`src/rtl/onchip_rom_arb.sv`:
```
// onchip_rom_arb: two-master round-robin arbiter in front of a synchronous
// single-port ROM.
//
// One access is three clocks: IDLE (grant, latch address) -> ADDR (ROM samples
// rom_address) -> DATA (rom_q valid, captured on the DATA->IDLE edge, where the
// master's ack goes high for one cycle).
//
// Handshake: a master raises mX_rd_ena with a stable mX_address and holds both
// until it sees mX_data_ack high for one cycle. In that same cycle mX_rd_data
// is valid. A request that is still high during the ack cycle is ignored for
// that cycle, so it cannot be serviced a second time by accident.
module onchip_rom_arb #(
    parameter int ADDR_WIDTH = 12
) (
    input  logic                  clock,
    input  logic                  reset,
    input  logic                  m0_rd_ena,
    input  logic [ADDR_WIDTH-2:0] m0_address,
    output logic [15:0]           m0_rd_data,
    output logic                  m0_data_ack,
    input  logic                  m1_rd_ena,
    input  logic [ADDR_WIDTH-2:0] m1_address,
    output logic [15:0]           m1_rd_data,
    output logic                  m1_data_ack,
    output logic [ADDR_WIDTH-2:0] rom_address,
    input  logic [15:0]           rom_q,
    output logic                  busy
);

    typedef enum logic [1:0] {
        IDLE = 2'd0,
        ADDR = 2'd1,
        DATA = 2'd2
    } state_t;

    state_t state_q;
    state_t state_d;

    // Index of the master granted most recently (round-robin pointer).
    logic last_grant;
    // Index of the master that owns the access in flight.
    logic grant_q;

    logic req0;
    logic req1;
    logic grant_fire;
    logic grant_sel;

    // Mask each request during its own ack cycle, then pick a winner.
    always_comb begin
        req0       = m0_rd_ena & ~m0_data_ack;
        req1       = m1_rd_ena & ~m1_data_ack;
        grant_fire = (state_q == IDLE) && (req0 || req1);
        grant_sel  = 1'b0;
        if (req0 && req1) begin
            grant_sel = ~last_grant;
        end else if (req1) begin
            grant_sel = 1'b1;
        end
    end

    // State register.
    always_ff @(posedge clock) begin
        if (reset) begin
            state_q <= IDLE;
        end else begin
            state_q <= state_d;
        end
    end

    // Next-state logic: only IDLE waits; ADDR and DATA each last one cycle.
    always_comb begin
        state_d = state_q;
        case (state_q)
            IDLE:    state_d = grant_fire ? ADDR : IDLE;
            ADDR:    state_d = DATA;
            DATA:    state_d = IDLE;
            default: state_d = IDLE;
        endcase
    end

    // Output logic from state.
    always_comb begin
        busy = (state_q != IDLE);
    end

    // Datapath: latch address and owner at grant, return data and ack at end.
    always_ff @(posedge clock) begin
        if (reset) begin
            rom_address <= '0;
            last_grant  <= 1'b1;
            grant_q     <= 1'b0;
            m0_rd_data  <= 16'h0000;
            m1_rd_data  <= 16'h0000;
            m0_data_ack <= 1'b0;
            m1_data_ack <= 1'b0;
        end else begin
            m0_data_ack <= 1'b0;
            m1_data_ack <= 1'b0;
            if (grant_fire) begin
                rom_address <= grant_sel ? m1_address : m0_address;
                last_grant  <= grant_sel;
                grant_q     <= grant_sel;
            end
            if (state_q == DATA) begin
                if (grant_q) begin
                    m1_rd_data  <= rom_q;
                    m1_data_ack <= 1'b1;
                end else begin
                    m0_rd_data  <= rom_q;
                    m0_data_ack <= 1'b1;
                end
            end
        end
    end

endmodule

```
`config.mk`:
```
export PLATFORM = sky130hd
export DESIGN_NAME = onchip_rom_arb
export DESIGN_NICKNAME = d
export VERILOG_FILES = /design/src/rtl/onchip_rom_arb.sv
export SDC_FILE = /design/constraint.sdc
export NUM_CORES = 1
export LEC_CHECK = 0
export ABC_CLOCK_PERIOD_IN_PS = 4300
export CAP_MARGIN = 20
export CORE_ASPECT_RATIO = 1.75
export CORE_MARGIN = 5
export CORE_UTILIZATION = 25
export CTS_CLUSTER_DIAMETER = 100
export DETAILED_ROUTE_END_ITERATION = 7
export GPL_TIMING_DRIVEN = 0
export HOLD_SLACK_MARGIN = 0.1
export PLACE_DENSITY = 0.61
export SYNTH_ARGS = -nofsm -noshare
export SYNTH_HDL_FRONTEND = slang
export SYNTH_SLANG_ARGS = --single-unit
```
`constraint.sdc`:
```
create_clock -name clock -period 4.3 [get_ports clock]
set_input_delay 0.86 -clock clock [delete_from_list [all_inputs] [get_ports clock]]
set_output_delay 0.86 -clock clock [all_outputs]
set_load 0.05 [all_outputs]
```
Figure 1. Sequential cells coloured by netlist name (run 1).
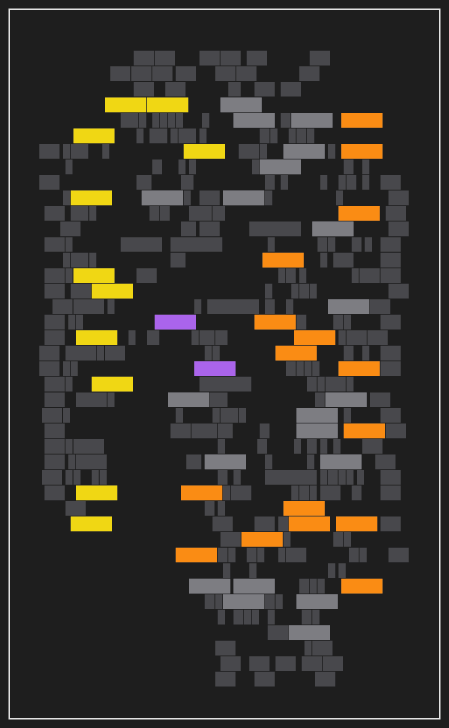
colour	netlist name	placed flops
yellow	rom_address	11
orange	m1_rd_data	16
purple	state_q	2
sequential cell area: 980.9 um2
Seq/total area: 33.02%

Figure 2. Track usage over the die (run 1).
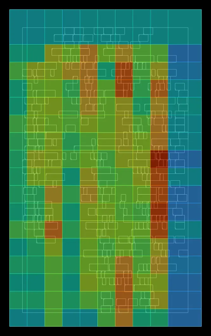
M1 GR Usage: 11.94%
GR met3 Demand/Resource: 3.231%
GRT busiest layer: met2

Figure 3. I/O nets highlighted (run 1).
Scale bar: 20 um.
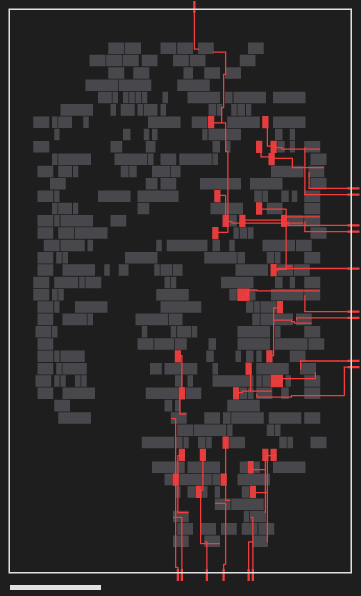
colour	port	bits	direction	edge	end cells	buffers	wire
red	rom_q	16	input	9 east, 6 south, 1 north	32	16	570 um
I/O pins: 88
I/O Buffers: 86

-- run 1: layout by cell type (no fill, tap or decap) --
cell type / n
clkdlybuf4s50_1: 86
and3b_1: 1
or3b_2: 1
buf_1: 2
nor3b_2: 1
or2_1: 1
clkbuf_16: 5
nor2b_1: 3
o21ba_1: 1
and2_1: 1
o21ai_0: 1
buf_4: 1
buf_2: 4
inv_1: 1
buf_12: 1
dfxtp_1: 49
mux2i_1: 1
nor3b_1: 1
buf_6: 1
a311oi_2: 5
nand3b_1: 2
clkinvlp_4: 2
nor2_1: 14
clkbuf_1: 8
nand2_1: 87
a311oi_1: 6
a21oi_1: 33
-- run 1: layer usage --
| layer | routed length (um) | vias up | track usage [%] |
|---|---|---|---|
| met4 | 61 | 0 | 3.720 |
| met3 | 424 | 8 | 3.231 |
| met2 | 2977 | 67 | 23.64 |
| met5 | 0 | - | 0 |
| li1 | - | 925 | - |
| met1 | 2036 | 808 | 11.94 |
-- run 1: synthesized netlist by cell type --
cell type	number	area, um2
dfxtp_1	49	980.9
buf_6	1	11.26
buf_4	1	7.510
nor3b_1	1	7.510
a311oi_2	5	75.07
buf_1	2	7.510
nor2b_1	3	18.77
o21ai_0	1	5.000
o21ba_1	1	10.01
a21oi_1	33	165.2
inv_1	1	3.750
buf_12	1	20.02
nand3b_1	2	15.01
nand2_1	87	326.6
or3b_2	1	8.760
buf_2	4	20.02
and2_1	1	6.260
a311oi_1	6	52.55
or2_1	1	6.260
clkbuf_1	7	26.28
nor2_1	14	52.55
mux2i_1	1	10.01
nor3b_2	1	12.51
and3b_1	1	8.760
-- run 1: worst min-delay path, stage by stage, from the launching register on --
cell	delay [ps]
dfxtp_1	310
nand2_1	50
a21oi_1	50
==> ci_impl_report.md, run 1 <==
### Yosys + OpenROAD results

| Metric | Value |
|---|---|
| NonClk Buf Share | `32.10%` |
| Syn Std Cell Area | `0.001858 mm2` |
| R2r endpoint | `m0_rd_data[14]` |
| Highest-power group | `sequential cells` |
| Routed Antenna Nets | `0` |
| Outcome | `finished, final reports clean` |
| Cells on Worst Hold Path | `2` |
| Number of signal-net buffers in the layout | `102` |
| Switching part of the total | `28.77%` |
| Die height | `124.0 um` |
| Ao+oa area frac | `16.57%` |
| Mux area share | `0.5387%` |
| GP Congestion | `0.7245` |
| CTS Buf Count | `5` |
| Worst path max stage delay | `820 ps` |
| # hold bufs at CTS | `0` |
| FFs & Latches | `49` |
| Vias in the first global route | `1884` |
| Cycle use final | `58.43%` |
| GRT Residual Overflow | `0` |
| Signal inverters | `1` |
| Crit-path leading delay family | `buffers and inverters` |
| Clock power share | `34.1%` |
| Clk. pwr | `0.000381 W` |
| R2r startpoint | `state_q[1]` |
| Tap Count | `86` |
| Post-Layout Inst Area | `0.002970 mm2` |
| Max H-tree Level | `2` |
| WS Path Type | `flip-flop to primary output` |
| Crit path launch type | `flip-flop` |
| Clock sinks | `49` |
| Pwr dens | `376.0 mW/mm2` |
| Avg Cell Area, Syn | `8.258 um2` |
| CP endpoint | `busy` |
| FP Rows | `41` |
| Sequential group share of total power | `43.9%` |
| Post-cts sizing count | `0` |
| Final WS setup | `1788 ps` |
| Crit path launch | `state_q[0]` |
| Gr usage total | `12.13%` |
| Flop-to-flop setup slack | `2740 ps` |
| Worst r2r path cells | `5` |
| Ys flops | `49` |
| Worst slew margin | `62.87%` |
| Post-DP HPWL | `4313 um` |
| DIE WIDTH | `75.17 um` |
| Synth cell types | `24` |
| Fin util | `41.07%` |
| Largest class | `flip-flops and latches` |
| Internal power | `0.0007954 W` |
| Clk Tree Root Cell | `clkbuf_16` |
| Final hold violations | `0` |
| Postcts setup bufs | `0` |
| Seq/Total Area, Yosys | `52.79%` |
| Max-slew violations | `0` |
| Worst-Margin Slew | `556.9 ps` |
| Initial antenna violation count | `0` |
| Combinational power share | `22.0%` |
| Worst Path Required | `3440 ps` |
| P_seq | `0.000490 W` |
| Yosys Instances | `225` |
| Logic family by area | `simple AND/OR/NAND/NOR gates` |
| Drt total wl | `5499 um` |
| Crit path depth | `2` |
| Clock-cell share | `4.844%` |
| Critical path fanouts, max | `6` |
| Layout cells sized above 1 | `6.583%` |
| Placeable Area | `0.007233 mm2` |
| Initial DRT Pass Iterations | `4` |
| Power Combinational | `0.000245 W` |
Figure 4. Clock distribution (run 1).
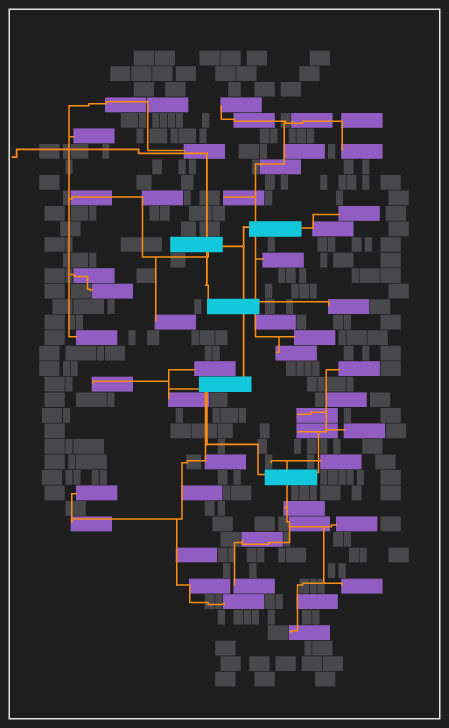

--- run 2 (diff from run 1) ---
- ABC_CLOCK_PERIOD_IN_PS: 4300 -> 2100
- PLACE_DENSITY: 0.61 -> 0.63
- clock period: 4.3 -> 2.1 ns (I/O delays scaled with it)
Figure 5. Clock distribution (run 2).
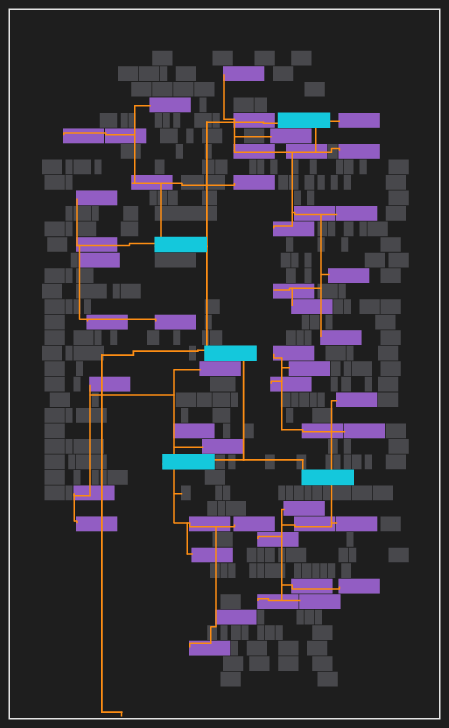
[orange] clock wires | length: 657 um
[purple] flip-flops | count: 49
[cyan] cells driving clock nets | count: 5
routed clock nets	6
clock skew: 4.815 ps
clock power share: 37.0%

==> run 2 against run 1 <==
  * Critical path depth fell by 1
  * Sequential share of layout area shrank 0.17 points
  * Count of clock-buffer cells in the layout decreased by 1
  * First-iteration DRC count fell by 9.5%
  * Routed wire length decreased by 0.84%
  * Critical path type unchanged
  * Largest cell class unchanged
==> ci_impl_report.md, run 2 <==
### Yosys + OpenROAD results

| Metric | Value |
|---|---|
| Outcome | `finished, final reports clean` |
| Worst slew margin | `63.57%` |
| Max H-tree Level | `2` |
| Syn Std Cell Area | `0.001858 mm2` |
| Top cell area share | `52.79%` |
| Ao+oa area frac | `16.57%` |
| Mux area share | `0.5387%` |
| GP Congestion | `0.7298` |
| Top cell type by instance count after synthesis | `nand2_1` |
| DIE WIDTH | `75.17 um` |
| Vias in the first global route | `1783` |
| Final WS setup | `214.0 ps` |
| Layout cells sized above 1 | `6.604%` |
| Cell type with the largest total area | `dfxtp_1` |
| Most common logic cells in the final layout | `nand2_1 (87), clkdlybuf4s50_1 (85), dfxtp_1 (49)` |
| Combinational power share | `21.0%` |
| Avg Cell Area, Syn | `8.258 um2` |
| Synth cell types | `24` |
| Internal power | `0.001738 W` |
| Worst-Margin Slew | `546.5 ps` |
| Post-synth EDFFs | `0` |
| I/O Buffers | `86` |
| Post-DP HPWL | `4283 um` |
| Switching part of the total | `27.35%` |
| Clock sinks | `49` |
| Yosys Instances | `225` |
| Crit-path leading delay family | `buffers and inverters` |
| Drt total wl | `5453 um` |
| Initial antenna violation count | `0` |
| Most frequent logic cell in the layout | `nand2_1` |
| GRT Residual Overflow | `0` |
| Cycle use final | `89.81%` |
| Synth Flop Type | `dfxtp_1` |
| WS Path Type | `flip-flop to primary output` |
| Ys flops | `49` |
| Top cells, area | `dfxtp_1 (53%), nand2_1 (18%), a21oi_1 (8.9%)` |
| Placeable Area | `0.007233 mm2` |
| Most common library cells after synthesis | `nand2_1 (87), dfxtp_1 (49), a21oi_1 (33)` |
| Gr usage total | `12.12%` |
| I/O pins | `88` |
| Max-slew violations | `0` |
| Critical path fanouts, max | `3` |
| Worst path max stage delay | `820 ps` |
| Sequential group share of total power | `42.0%` |
| Routed Antenna Nets | `0` |
| Worst Path Required | `1680 ps` |
## run 2: power by group through the flow
stage	sequential, W	combinational (W)	clock, W
final	0.00100	0.000502	0.000886
after global placement	0.00102	0.000505	0
after detailed placement	0.00103	0.000509	0
after global routing	0.00101	0.000538	0.000952
after floorplan	0.00116	0.000163	0
after CTS	0.00101	0.000510	0.000917
## run 2: area by class of cell
| class | instances | area [um2] |
|---|---|---|
| fillers | 740 | 4248 |
| flip-flops and latches | 49 | 980.9 |
| repair buffers | 86 | 859.6 |
| multi-input cells | 159 | 780.7 |
| clock buffers | 5 | 125.1 |
| well taps | 86 | 107.6 |
| plain buffers | 16 | 92.59 |
| clock inverters | 2 | 35.03 |
| inverters | 1 | 3.754 |
## run 2: timing repair
action | in CTS | in global routing
setup endpoints to repair | 1 | 0
setup buffers | 0 | 0
resized | 1 | 0
## run 2: worst paths after layout
kind | from | endpoint | slack, ps | depth (start not counted)
hold reg to reg | m1_rd_data[3] | m1_rd_data[3] | 450 | 2
setup / recovery | m0_data_ack | m0_data_ack | 210 | 1
hold / removal | m1_rd_data[3] | m1_rd_data[3] | 450 | 2
setup reg to reg | state_q[1] | m0_rd_data[9] | 520 | 5
## run 2: metrics by stage
stage | utilization (%) | area, um2
after floorplan | - | 1858
after global placement | 39.08 | 2826
after detailed placement | 39.08 | 2826
after CTS | 41.27 | 2985
after global routing | 41.27 | 2985
final | 41.27 | 2985
## run 2: per-layer routing
metal,track usage (%),vias up,part of all wire (%)
met1,11.50,783,36
met2,22.76,63,52
met4,5.908,0,2.2
met5,0,-,0
li1,-,919,-
met3,3.554,7,9.1
Power and IR drop assume default switching activity.
